## src/rtl/square_mover.sv

```systemverilog
// Falling-square animator: on each tick erases the square, moves it, and redraws it,
// streaming one pixel per clock to the VGA adapter. Define SQUARE_BOUNCE_EN to bounce instead of wrap.
module square_mover #(
    parameter int unsigned SIZE      = 4,
    parameter int unsigned X_MAX     = 160,
    parameter int unsigned Y_MAX     = 120,
    parameter int unsigned START_X   = 76,
    parameter int unsigned STEP      = 1,
    parameter logic [2:0]  COLOUR    = 3'b100,
    parameter logic [2:0]  BG_COLOUR = 3'b000
) (
    input  logic       clock,
    input  logic       reset,
    input  logic       tick,
    input  logic       go_left,
    input  logic       go_right,
    output logic [7:0] x_out,
    output logic [6:0] y_out,
    output logic [2:0] colour_out,
    output logic       plot,
    output logic       busy,
    output logic       landed
);

    localparam logic [8:0] STEP9    = 9'(STEP);
    localparam logic [8:0] START_X9 = 9'(START_X);
    localparam logic [8:0] X_LIM    = 9'(X_MAX - SIZE);
    localparam logic [8:0] Y_LIM    = 9'(Y_MAX - SIZE);
    localparam logic [2:0] LAST_OFF = 3'(SIZE - 1);

    typedef enum logic [1:0] {
        S_WAIT  = 2'd0,
        S_ERASE = 2'd1,
        S_MOVE  = 2'd2,
        S_DRAW  = 2'd3
    } state_t;

    typedef enum logic [1:0] {
        DIR_NONE  = 2'd0,
        DIR_LEFT  = 2'd1,
        DIR_RIGHT = 2'd2
    } dir_t;

    state_t     state_q, state_d;
    dir_t       dir_q, dir_d;
    logic [2:0] ox_q, ox_d;
    logic [2:0] oy_q, oy_d;
    logic [8:0] pos_x_q, pos_x_d;
    logic [8:0] pos_y_q, pos_y_d;
    logic [7:0] x_q, x_d;
    logic [6:0] y_q, y_d;
    logic [2:0] colour_q, colour_d;
    logic       plot_q, plot_d;
    logic       busy_q, busy_d;
    logic       landed_q, landed_d;

    logic [8:0] new_x_s;
    logic [8:0] new_y_s;
    logic       hit_bottom_s;
    logic [8:0] pix_x_s;
    logic [8:0] pix_y_s;

`ifdef SQUARE_BOUNCE_EN
    // 1 = moving up, 0 = moving down
    logic vdir_q, vdir_d;
    logic new_vdir_s;
`endif

    // Next position for the pending move (horizontal step, then fall/bounce)
    always_comb begin
        new_x_s      = pos_x_q;
        new_y_s      = pos_y_q;
        hit_bottom_s = 1'b0;
        case (dir_q)
            DIR_LEFT: begin
                if (pos_x_q >= STEP9) begin
                    new_x_s = pos_x_q - STEP9;
                end else begin
                    new_x_s = 9'd0;
                end
            end
            DIR_RIGHT: begin
                if ((pos_x_q + STEP9) > X_LIM) begin
                    new_x_s = X_LIM;
                end else begin
                    new_x_s = pos_x_q + STEP9;
                end
            end
            default: begin
                new_x_s = pos_x_q;
            end
        endcase
`ifdef SQUARE_BOUNCE_EN
        new_vdir_s = vdir_q;
        if (!vdir_q) begin
            if ((pos_y_q + STEP9) > Y_LIM) begin
                new_y_s      = Y_LIM;
                new_vdir_s   = 1'b1;
                hit_bottom_s = 1'b1;
            end else begin
                new_y_s = pos_y_q + STEP9;
            end
        end else begin
            if (pos_y_q < STEP9) begin
                new_y_s    = 9'd0;
                new_vdir_s = 1'b0;
            end else begin
                new_y_s = pos_y_q - STEP9;
            end
        end
`else
        if ((pos_y_q + STEP9) > Y_LIM) begin
            new_y_s      = 9'd0;
            new_x_s      = START_X9;
            hit_bottom_s = 1'b1;
        end else begin
            new_y_s = pos_y_q + STEP9;
        end
`endif
    end

    assign pix_x_s = pos_x_q + {6'd0, ox_q};
    assign pix_y_s = pos_y_q + {6'd0, oy_q};

    // FSM next state, raster scan counters and registered pixel outputs
    always_comb begin
        state_d  = state_q;
        dir_d    = dir_q;
        ox_d     = ox_q;
        oy_d     = oy_q;
        pos_x_d  = pos_x_q;
        pos_y_d  = pos_y_q;
        x_d      = x_q;
        y_d      = y_q;
        colour_d = colour_q;
        plot_d   = 1'b0;
        busy_d   = (state_q != S_WAIT);
        landed_d = 1'b0;
`ifdef SQUARE_BOUNCE_EN
        vdir_d   = vdir_q;
`endif
        case (state_q)
            S_WAIT: begin
                if (tick) begin
                    if (go_left && !go_right) begin
                        dir_d = DIR_LEFT;
                    end else if (go_right && !go_left) begin
                        dir_d = DIR_RIGHT;
                    end else begin
                        dir_d = DIR_NONE;
                    end
                    ox_d    = 3'd0;
                    oy_d    = 3'd0;
                    state_d = S_ERASE;
                end else begin
                    state_d = S_WAIT;
                end
            end
            S_ERASE, S_DRAW: begin
                plot_d   = 1'b1;
                x_d      = 8'(pix_x_s);
                y_d      = 7'(pix_y_s);
                colour_d = (state_q == S_ERASE) ? BG_COLOUR : COLOUR;
                if (ox_q == LAST_OFF) begin
                    ox_d = 3'd0;
                    if (oy_q == LAST_OFF) begin
                        oy_d    = 3'd0;
                        state_d = (state_q == S_ERASE) ? S_MOVE : S_WAIT;
                    end else begin
                        oy_d = oy_q + 3'd1;
                    end
                end else begin
                    ox_d = ox_q + 3'd1;
                end
            end
            S_MOVE: begin
                pos_x_d  = new_x_s;
                pos_y_d  = new_y_s;
                landed_d = hit_bottom_s;
`ifdef SQUARE_BOUNCE_EN
                vdir_d   = new_vdir_s;
`endif
                state_d  = S_DRAW;
            end
            default: begin
                state_d = S_WAIT;
            end
        endcase
    end

    // State and output registers; reset aborts any scan and queues the initial paint
    always_ff @(posedge clock) begin
        if (!reset) begin
            state_q  <= S_DRAW;
            dir_q    <= DIR_NONE;
            ox_q     <= 3'd0;
            oy_q     <= 3'd0;
            pos_x_q  <= START_X9;
            pos_y_q  <= 9'd0;
            x_q      <= 8'd0;
            y_q      <= 7'd0;
            colour_q <= 3'd0;
            plot_q   <= 1'b0;
            busy_q   <= 1'b1;
            landed_q <= 1'b0;
`ifdef SQUARE_BOUNCE_EN
            vdir_q   <= 1'b0;
`endif
        end else begin
            state_q  <= state_d;
            dir_q    <= dir_d;
            ox_q     <= ox_d;
            oy_q     <= oy_d;
            pos_x_q  <= pos_x_d;
            pos_y_q  <= pos_y_d;
            x_q      <= x_d;
            y_q      <= y_d;
            colour_q <= colour_d;
            plot_q   <= plot_d;
            busy_q   <= busy_d;
            landed_q <= landed_d;
`ifdef SQUARE_BOUNCE_EN
            vdir_q   <= vdir_d;
`endif
        end
    end

    assign x_out      = x_q;
    assign y_out      = y_q;
    assign colour_out = colour_q;
    assign plot       = plot_q;
    assign busy       = busy_q;
    assign landed     = landed_q;

endmodule

```

## config.mk

```make
export PLATFORM = sky130hd
export DESIGN_NAME = square_mover
export DESIGN_NICKNAME = d
export VERILOG_FILES = /design/src/rtl/square_mover.sv
export SDC_FILE = /design/constraint.sdc
export NUM_CORES = 1
export LEC_CHECK = 0
export CELL_PAD_IN_SITES_DETAIL_PLACEMENT = 0
export CELL_PAD_IN_SITES_GLOBAL_PLACEMENT = 1
export CORE_ASPECT_RATIO = 0.6
export CORE_MARGIN = 2
export CORE_UTILIZATION = 41
export CTS_BUF_LIST = sky130_fd_sc_hd__clkbuf_8
export DETAILED_ROUTE_END_ITERATION = 8
export PLACE_DENSITY_LB_ADDON = 0.1
export SLEW_MARGIN = 5
export SYNTH_ARGS = -nofsm -noshare
export SYNTH_HDL_FRONTEND = slang
export SYNTH_SLANG_ARGS = --single-unit
```

## constraint.sdc

```tcl
create_clock -name clock -period 2.05 [get_ports clock]
set_input_delay 0.3075 -clock clock [delete_from_list [all_inputs] [get_ports clock]]
set_output_delay 0.3075 -clock clock [all_outputs]
set_load 0.02 [all_outputs]
```

==> run_1/route_heat.png <==
(4 px per micron) The die is cut into 23 by 14 equal tiles; black is low, pale yellow is high, scaled to the fullest tile. Values are wire area over tile area, all layers added.
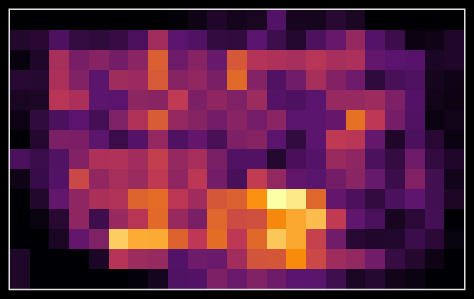
densest ninth of the die = bottom middle
tiles over half the peak = 13%
mean over tiles = 0.17

==> run_1/sizing.png <==
(6 px per micron)
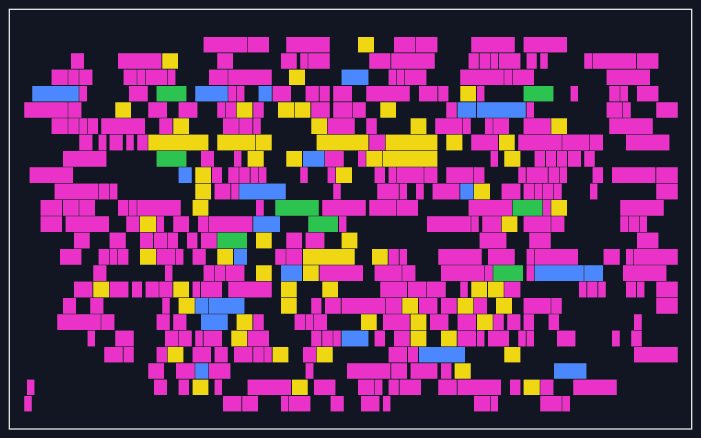
green -> x6 and larger  # cells 8
magenta -> x1 and smaller  # cells 334
yellow -> x3 and x4  # cells 67
blue -> x2  # cells 22

==> results.py, run 1 <==
# Metrics from the implementation run
metrics = {
    "global_routing": {
        "overflow": 0,
        "grt_pass1_vias": 2615,
        "met3_usage_pct": 4.20,
    },
    "clocking": {
        "cts_buffers": 5,
        "cts_max_path_buffers": 2,
        "clk_pin_slew_worst_paths_ps": 90,
        "htreeDepth": 2,
        "hold_buffers": 0,
        "cts_root_buf": "clkbuf_8",
        "cts_tree": "built",
        "clock_sinks": 47,
    },
    "status": {
        "status": "complete, no violations",
    },
    "setup_path": {
        "slowest_delay_ps": 550,
        "cp.required_ps": 2260,
        "critPathKind": "reg -> reg",
    },
    "synthesis": {
        "ys.flop_type": "dfxtp_1",
        "synthesis.area_sq_um": 2950,
        "yosysUniqueCellTypes": 62,
        "top_area_share_pct": 31.9,
        "synth_flops": 47,
        "yosys_cells": 363,
    },
    "placement": {
        "dpl-instance-area_sq_um": 3640,
        "io_buffers": 23,
        "place_ws_ps": -37.1,
        "dpl.hpwl_microns": 6090,
    },
    "run": {
        "maxCapViolCount": 0,
    },
    "min_path": {
        "min_from": "y_out[3]$_SDFFE_PN0N_",
        "hold_end": "y_out[3]$_SDFFE_PN0N_",
        "hold_depth": 2,
    },
    "floorplanning": {
        "dieHeight_microns": 69.7,
    },
    "drt": {
        "ant_nets": 0,
        "drtIter0Drc": 229,
    },
    "finish": {
        "n_antenna_cell": 0,
        "stdcell_area_sq_um": 3820,
        "lay_top_count": "buf_4",
    },
    "power": {
        "switching_share_pct": 37.0,
        "seqPwrFrac_pct": 38.9,
        "p_int_mw": 1.96,
    },
    "final_timing": {
        "clock.fmax_ghz": 0.510,
        "drv_slew": 0,
    },
}
==> run_1/clock_nets.png <==
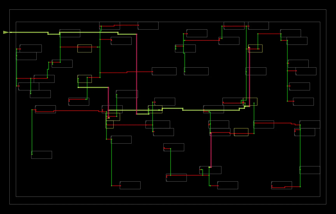
Power Clock: 657 uW
Clk Latency, worst-skew pair: 310 ps
Fin Clk Skew: 7.33 ps

-- run 1: state kept, by name, indices dropped and copies added (netlist names) --
name / cells
plot: 1
landed: 1
y_out: 7
state_q: 2
pos_y_q: 9
x_out: 8
ox_q: 3
busy: 1
pos_x_q: 9
colour_out: 1
dir_q: 2
oy_q: 3
-- run 1: power groups by stage --
stage               combinational [mW]  clock, mW  sequential, mW
global placement                  1.23          0            1.22
CTS                               1.24      0.675            1.21
finish                            1.24      0.657            1.21
detailed placement                1.23          0            1.23
global route                      1.38      0.715            1.24
floorplan                        0.545          0            1.38
-- run 1: logic make-up (layout without fill, tap and decap cells) --
logic type      Yosys count  count (layout)  share of synthesized area [%]
buf+inv                  45             112                           6.49
simple gates            131             131                           22.9
other cells               1               2                          0.127
mux                       5               5                           1.70
compound gates           97              97                           22.9
xor+xnor                 17              17                           5.05
flops                    47              47                           31.9
fa+ha+maj                20              20                           8.99
-- run 1: worst max-delay path, delay by kind of cell, from the launching register on --
family                 cells  cell delay [ps]
buffers and inverters      1              170
and+or+nand+nor            2              600
muxes                      1              100
DFF                        1              360
AOI/OAI and AO/OA          3              640
-- run 1: metal layers --
layer / vias up / wire length (microns)
met5: - / 0
met4: 0 / 72
met3: 9 / 573
met2: 73 / 3060
met1: 1280 / 4470
li1: 1424 / -
-- run 1: repair_timing --
item | 4_1_cts | 5_1_grt
gates resized | 2 | 19
pin swaps | 1 | 5
endpoints found under the setup margin | 3 | 13
buffers inserted | 0 | 3
-- run 1: synth_stat cells, drive strengths merged (3+ instances only) --
library cell / instances
and3: 3
clkbuf: 17
nand4: 9
nor3: 11
o22ai: 6
o21ai: 21
nand3: 11
buf: 8
dfxtp: 47
or3: 6
a22o: 3
or2: 5
o32ai: 3
nor2: 32
xnor2: 8
a31oi: 3
o21a: 6
nand2: 31
xor2: 9
a21oi: 21
nor2b: 9
inv: 19
ha: 18
a211oi: 10
nor3b: 4
mux2i: 5
-- run 1: worst max-delay path by stage --
stage                             from                      end  depth (start not counted)
2_1_floorplan  pos_y_q[0]$_SDFFE_PN0P_  pos_x_q[0]$_SDFFE_PN0P_                          7
3_3_place_gp   pos_x_q[0]$_SDFFE_PN0P_  pos_x_q[5]$_SDFFE_PN0P_                          8
3_5_place_dp   pos_x_q[0]$_SDFFE_PN0P_    x_out[6]$_SDFFE_PN0N_                          7
4_1_cts        pos_y_q[0]$_SDFFE_PN0P_    y_out[6]$_SDFFE_PN0N_                          8
5_1_grt        pos_y_q[0]$_SDFFE_PN0P_  pos_x_q[0]$_SDFFE_PN0P_                          7
6_report       pos_x_q[2]$_SDFFE_PN1P_  pos_x_q[4]$_SDFFE_PN0P_                          7
-- run 1: area by class of cell --
class	instances	share of cell area [%]
Timing Repair Buffer	84	18.3
Clock inverter	1	0.196
Sequential cell	47	25.0
Inverter	20	1.96
Tap cell	87	2.85
Multi-Input combinational cell	272	49.1
Clock buffer	7	2.52
==> run 1 -> run 2 <==
--- a/config.mk
+++ b/config.mk
@@ -13,7 +13,7 @@
 export CTS_BUF_LIST = sky130_fd_sc_hd__clkbuf_8
 export DETAILED_ROUTE_END_ITERATION = 8
 export PLACE_DENSITY_LB_ADDON = 0.1
-export SLEW_MARGIN = 5
 export SYNTH_ARGS = -nofsm -noshare
 export SYNTH_HDL_FRONTEND = slang
 export SYNTH_SLANG_ARGS = --single-unit
+export TNS_END_PERCENT = 1
==> run_2/m3.png <==
(6 px per micron)
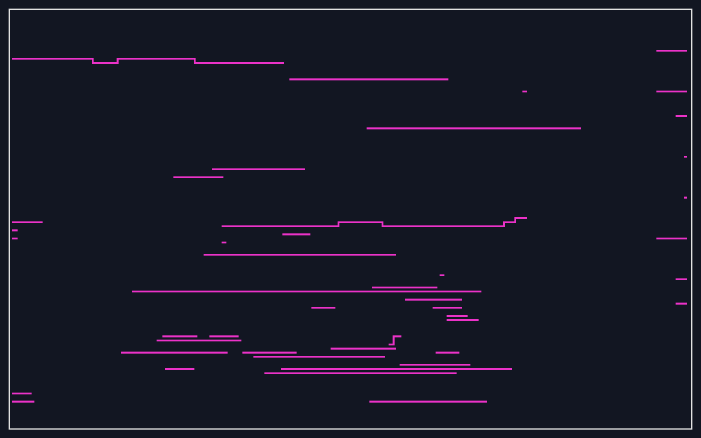
main direction = horizontal
share of all routed wire = 6.7%
nets with wire on the layer = 38
vias post-DR: 2797
final WL: 8170 microns
met3 usage: 4.20%

==> run_2/ff_map.png <==
(4 px per micron)
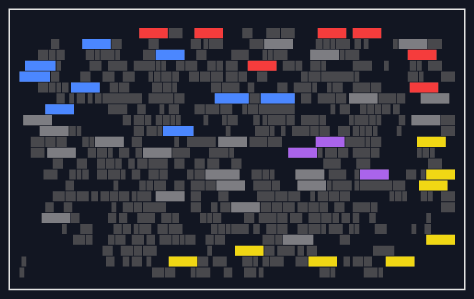
blue -> pos_y_q  # flops 9
yellow -> x_out  # flops 8
red -> y_out  # flops 7
purple -> ox_q  # flops 3

==> run_2/clock_nets.png <==
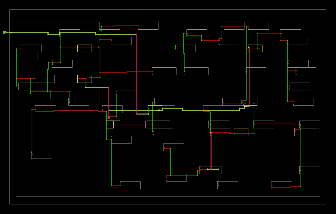
Fin Clk Skew: 8.20 ps
Layout clock buffers: 7
CTS Buf Count: 5
flop count: 47

==> run 2 against run 1 <==
  * Die size is the same
  * Final area about the same
  * Core utilization hardly changed
  * Non-clock buffer count did not move
  * Hold slack is essentially flat
  * Global-route usage hardly changed
  * Clock-buffer cell count did not move
  * Fmax is 0.11% lower
  * Sequential cell count is the same
  * Via count rose by 0.39%
  * Wire length hardly changed
  * Critical endpoint is now pos_x_q[0]$_SDFFE_PN0P_
  * Largest power group unchanged
==> results.py, run 2 <==
# Metrics from the implementation run
metrics = {
    "setup_path": {
        "critPathCaptureType": "flop",
        "cp.required_ps": 2290,
        "critPathKind": "reg -> reg",
        "reg2reg_from": "pos_y_q[1]$_SDFFE_PN0P_",
    },
    "synthesis": {
        "synth_flops": 47,
        "top_area_share_pct": 31.9,
        "synthesis.area_sq_um": 2950,
        "ys.flop_type": "dfxtp_1",
        "yosysUniqueCellTypes": 62,
        "ys_area_sq_um": 2950,
        "yosys_cells": 363,
        "ys_warn_count": 0,
        "synth.most_common_cell": "dfxtp_1",
        "common_cells": "dfxtp_1, nor2_1, nand2_1, a21oi_1, o21ai_0",
    },
    "min_path": {
        "min_from": "y_out[3]$_SDFFE_PN0N_",
        "hold_end": "y_out[3]$_SDFFE_PN0N_",
        "hold_depth": 2,
    },
    "clocking": {
        "clock_sinks": 47,
        "cts_root_buf": "clkbuf_8",
        "cts_max_path_buffers": 2,
        "insertion_delay_ps": 310,
        "clk_pin_slew_worst_paths_ps": 90,
        "cts_tree": "built",
        "htreeDepth": 2,
    },
    "floorplanning": {
        "dieHeight_microns": 69.7,
        "fp-utilization_pct": 43.2,
        "core_sq_um": 6820,
    },
    "final_timing": {
        "drv_slew": 0,
        "rsz0062_at_grt": "true",
        "clock.fmax_ghz": 0.509,
    },
    "finish": {
        "drive_gt1_share_pct": 22.7,
        "stdcell_area_sq_um": 3820,
        "lay_top_count": "buf_4",
        "seq_area_sq_um": 957,
        "n_antenna_cell": 0,
    },
    "run": {
        "openroad.warnings": 35,
        "maxCapViolCount": 0,
    },
    "placement": {
        "io_buffers": 23,
        "place_ws_ps": -37.1,
        "dpl-instance-area_sq_um": 3640,
        "dpl.hpwl_microns": 6090,
    },
    "status": {
        "status": "complete, no violations",
    },
    "drt": {
        "via_per_inst": 5.40,
        "ant_nets": 0,
    },
    "global_routing": {
        "grt_pass1_vias": 2615,
        "globalRouteTotalUtil_pct": 21.4,
        "overflow": 0,
    },
}
run 2: cell types whose count changed in the layout (fill, tap and decap cells not counted):
cell and delta:
dfxtp_1 -1, dfxtp_2 +1
run 2: cells by family (layout without fill, tap and decap cells):
group,Yosys count,after routing,synth area share (%)
other cells,1,2,0.127
buf+inv,45,112,6.49
simple gates,131,131,22.9
flops,47,47,31.9
compound gates,97,97,22.9
fa+ha+maj,20,20,8.99
xor+xnor,17,17,5.05
mux,5,5,1.70
run 2: timing repair:
item,CTS,global route
hold buffers,0,0
gates cloned,0,0
endpoints found under the setup margin,3,13
pin swaps,0,5
resized,1,21
setup buffers,0,3
run 2: final cells by class:
class | count | share of cell area (%)
clock buffer | 7 | 2.52
sequential | 47 | 25.0
inverter | 20 | 1.96
multi-input combinational | 272 | 49.1
clock inverter | 1 | 0.196
timing repair buffer | 84 | 18.3
tap | 87 | 2.85
run 2: worst max path at each step:
stage,start,to,slack [ps],depth (start not counted)
after CTS,pos_y_q[1]$_SDFFE_PN0P_,pos_x_q[0]$_SDFFE_PN0P_,-10,7
after floorplan,pos_y_q[0]$_SDFFE_PN0P_,pos_x_q[0]$_SDFFE_PN0P_,90,7
final,pos_y_q[1]$_SDFFE_PN0P_,pos_x_q[0]$_SDFFE_PN0P_,90,8
after global routing,pos_y_q[0]$_SDFFE_PN0P_,pos_x_q[0]$_SDFFE_PN0P_,-10,7
after global placement,pos_x_q[0]$_SDFFE_PN0P_,pos_x_q[5]$_SDFFE_PN0P_,10,8
after detailed placement,pos_x_q[0]$_SDFFE_PN0P_,x_out[6]$_SDFFE_PN0N_,-40,7
run 2: power breakdown:
group,switching [mW],total (mW),internal [mW],leakage (nW)
Sequential,0.116,1.21,1.10,0.387
Combinational,0.689,1.24,0.555,1.13
Clock,0.348,0.656,0.308,0.0505
Total,1.15,3.11,1.96,1.57
run 2: critical path, cell delays in order (launching register included):
cell and delay [ps]:
dfxtp_4 380, ha_4 180, buf_4 140, xnor2_1 180
o22ai_2 110, o2111ai_2 110, nand2_2 140, or4_1 520
o2bb2ai_1 140
run 2: through the flow:
stage / hold slack [ps] / util (%)
floorplan: 429 / -
global placement: 439 / 53.3
detailed placement: 443 / 53.3
CTS: 457 / 54.9
global route: 485 / 56.0
finish: 453 / 56.0
run 2: metal layers:
| layer | global-route usage, % | part of all wire (%) | up-vias |
|---|---|---|---|
| li1 | - | - | 1426 |
| met1 | 34.3 | 55 | 1285 |
| met2 | 29.1 | 38 | 77 |
| met3 | 4.20 | 6.7 | 9 |
| met4 | 4.47 | 0.89 | 0 |
| met5 | 0 | 0 | - |
==> run 2 -> run 3 <==
==> constraint.sdc (replaced) <==
create_clock -name clock -period 2.05 [get_ports clock]
set_input_delay 0.3075 -clock clock [delete_from_list [all_inputs] [get_ports clock]]
set_output_delay 0.3075 -clock clock [all_outputs]
set_load 0.05 [all_outputs]
==> run_3/sizing.png <==
(6 px per micron)
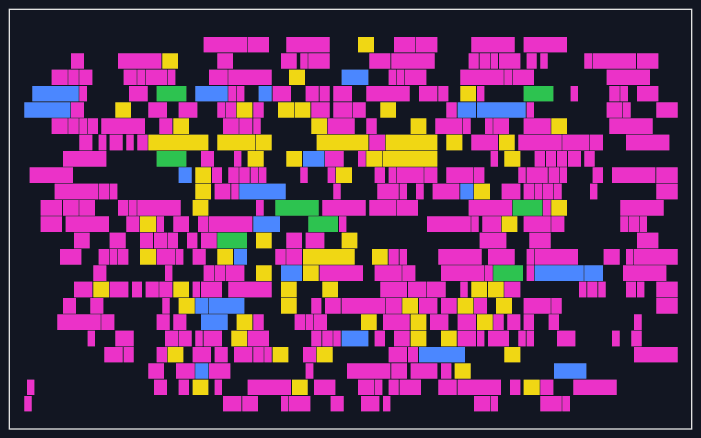
blue -> x2  # cells 23
magenta -> x1 and smaller  # cells 333
green -> x6 and larger  # cells 8
yellow -> x3 and x4  # cells 67

==> run_3/route_heat.png <==
(4 px per micron) The die is cut into 23 by 14 equal tiles; black is low, pale yellow is high, scaled to the fullest tile. Values are wire area over tile area, all layers added.
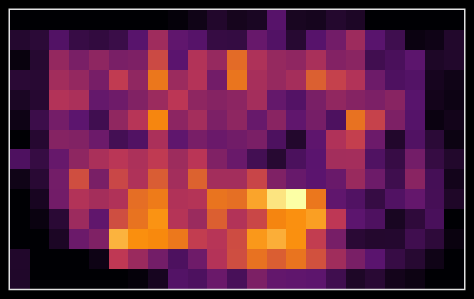
tiles over half the peak = 15%
nearly empty tiles = 9.9%
mean over tiles = 0.16
fullest tile = 0.56
densest ninth of the die = bottom middle
GRT Util Overall: 21.4%
Wirelength per Cell: 15.8 microns

==> run 3 against run 2 <==
  * Combinational power increased by 23%
  * Register-to-register slack about the same
  * Clock skew stayed put
  * First-iteration DRC count did not move
  * Synthesized area stayed put
  * Worst setup slack did not move
  * Critical path depth is the same
  * Non-clock buffer count is the same
  * Sequential cell count stayed put
  * Largest power group unchanged
  * Global-route usage did not move
  * Largest cell class unchanged
  * Clock power is essentially flat
  * Wire length stayed put
==> results.py, run 3 <==
# Metrics from the implementation run
metrics = {
    "synthesis": {
        "synthArstFlopShare_pct": 0,
        "synth.most_common_cell": "dfxtp_1",
        "common_cells": "dfxtp_1, nor2_1, nand2_1, a21oi_1, o21ai_0",
        "yosysUniqueCellTypes": 62,
        "ys_warn_count": 0,
        "yosys_cells": 363,
        "synth_flops": 47,
        "ys_area_sq_um": 2950,
        "ys.flop_type": "dfxtp_1",
        "yosysTopAreaCell": "dfxtp_1",
        "top_area_share_pct": 31.9,
        "edf_count": 0,
        "synthesis.area_sq_um": 2950,
    },
    "drt": {
        "routed_wl_microns": 8170,
        "via_per_inst": 5.40,
        "drc": 0,
        "vias": 2797,
        "ant_nets": 0,
        "drtIter0Drc": 182,
        "dr.pass1.iters": 5,
    },
    "final_timing": {
        "drv_slew": 0,
        "worst_hold_slack_ps": 453,
        "rsz0062_at_grt": "true",
        "setup_viol": 0,
        "fin_ws_ps": 85.2,
        "tightest_slew_ps": 532,
        "finalClockPeriodUsage_pct": 95.8,
        "final_hold_viol_count": 0,
        "worst_clock_skew_ps": 8.20,
        "clock.fmax_ghz": 0.509,
    },
    "power": {
        "ir_drop_mv": 0.364,
        "totalPowerFinal_mw": 3.40,
        "powerDensity_nw_per_um2": 889,
    },
    "finish": {
        "n_antenna_cell": 0,
        "stdcell_area_sq_um": 3820,
        "stdcell_count": 518,
        "final_cell_mix": "buf_4, dfxtp_1, nor2_1, nand2_1, clkdlybuf4s50_1",
        "drive_gt1_share_pct": 22.7,
        "fin_util_pct": 56.0,
        "lay_top_count": "buf_4",
    },
    "placement": {
        "dp_cells": 507,
        "dpl.hpwl_microns": 6090,
        "dpl-instance-area_sq_um": 3640,
        "io_buffers": 23,
        "place_ws_ps": -37.1,
    },
    "setup_path": {
        "cp.required_ps": 2290,
        "critPathKind": "reg -> reg",
        "r2r_end": "pos_x_q[0]$_SDFFE_PN0P_",
        "r2r_slack_ps": 90,
        "critPathLaunchType": "flop",
        "crit_path_start": "pos_y_q[1]$_SDFFE_PN0P_",
        "reg2reg_from": "pos_y_q[1]$_SDFFE_PN0P_",
        "cp.arrival_ps": 2210,
        "critPathCaptureType": "flop",
    },
    "floorplanning": {
        "dieHeight_microns": 69.7,
        "core_sq_um": 6820,
        "die_width_microns": 113,
        "fp-utilization_pct": 43.2,
    },
    "min_path": {
        "hold_path.class": "reg -> reg",
        "hold_depth": 2,
        "min_from": "y_out[3]$_SDFFE_PN0N_",
        "hold_end": "y_out[3]$_SDFFE_PN0N_",
    },
    "clocking": {
        "cts_max_path_buffers": 2,
        "insertion_delay_ps": 310,
        "hold_buffers": 0,
        "cts_tree": "built",
        "htreeDepth": 2,
        "cts_buffers": 5,
        "clk_pin_slew_worst_paths_ps": 90,
        "clock_sinks": 47,
        "cts_root_buf": "clkbuf_8",
    },
    "global_routing": {
        "overflow": 0,
        "grt_max_degree": 29,
        "grt_pass1_wl_microns": 13300,
        "grt_pass1_vias": 2615,
    },
    "status": {
        "status": "complete, no violations",
    },
    "run": {
        "maxCapViolCount": 0,
        "openroad.warnings": 35,
    },
}
==> run_3/m3.png <==
(6 px per micron)
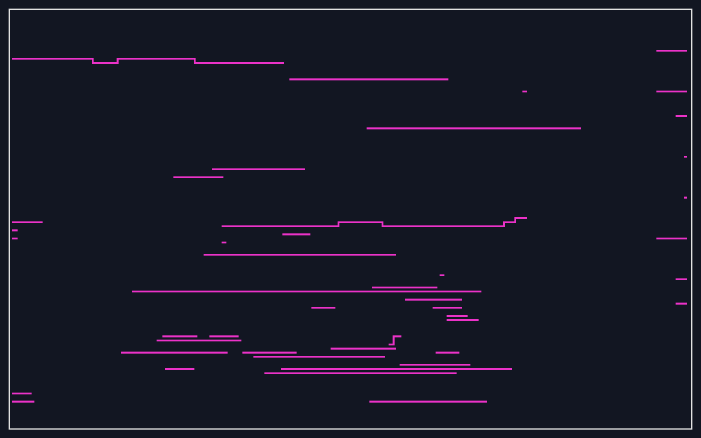
wire length on this layer = 543 microns
nets with wire on the layer = 38
longest straight run = 58.0 microns
share of all routed wire = 6.7%
main direction = horizontal

-- run 3: cell counts after synthesis --
Identical to the previous run, type by type.
-- run 3: how the worst max path moves through the flow --
stage                                    endpoint  slack, ps
after floorplan           pos_x_q[0]$_SDFFE_PN0P_         90
after global placement    pos_x_q[5]$_SDFFE_PN0P_         10
after detailed placement    x_out[6]$_SDFFE_PN0N_        -40
after CTS                 pos_x_q[0]$_SDFFE_PN0P_        -10
after global routing      pos_x_q[0]$_SDFFE_PN0P_        -10
final                     pos_x_q[0]$_SDFFE_PN0P_         90
-- run 3: layer usage --
metal  routed length (microns)  share of wire, %  global-route usage (%)
met5                         0                 0                       0
met4                        73              0.89                    4.47
met3                       543               6.7                    4.20
met2                      3090                38                    29.1
met1                      4460                55                    34.3
-- run 3: final cells by class --
class / instances / area (sq um)
inverter: 20 / 75.1
fill: 621 / 3000
clock inverter: 1 / 7.51
clock buffer: 7 / 96.3
timing repair buffer: 84 / 701
tap: 87 / 109
multi-input combinational: 272 / 1880
sequential: 47 / 957
-- run 3: cells by family (layout without fill, tap and decap cells) --
family / Yosys count / in the layout / share of synthesized area (%)
AND-OR/OR-AND: 97 / 97 / 22.9
other: 1 / 2 / 0.127
multiplexers: 5 / 5 / 1.70
XOR/XNOR: 17 / 17 / 5.05
adder cells (fa/ha/maj): 20 / 20 / 8.99
AND/OR/NAND/NOR: 131 / 131 / 22.9
flip-flops: 47 / 47 / 31.9
buffers and inverters: 45 / 112 / 6.49
-- run 3: power breakdown --
group	switching [mW]	internal (mW)	total (mW)
logic	0.978	0.552	1.53
registers	0.116	1.10	1.21
clock network	0.348	0.308	0.656
total	1.44	1.96	3.40
-- run 3: worst max-delay path, cell delays in order, from the launching register on --
cell and delay [ps]:
dfxtp_4 380, ha_4 180, buf_4 140, xnor2_1 180, o22ai_2 110, o2111ai_2 110
nand2_2 140, or4_1 520, o2bb2ai_1 140
-- run 3: what timing repair did --
action,in CTS,in global routing
buffers inserted,0,3
pin swaps,0,5
setup endpoints to repair,3,13
resized,1,21
Power is estimated from default activity; no workload was simulated.
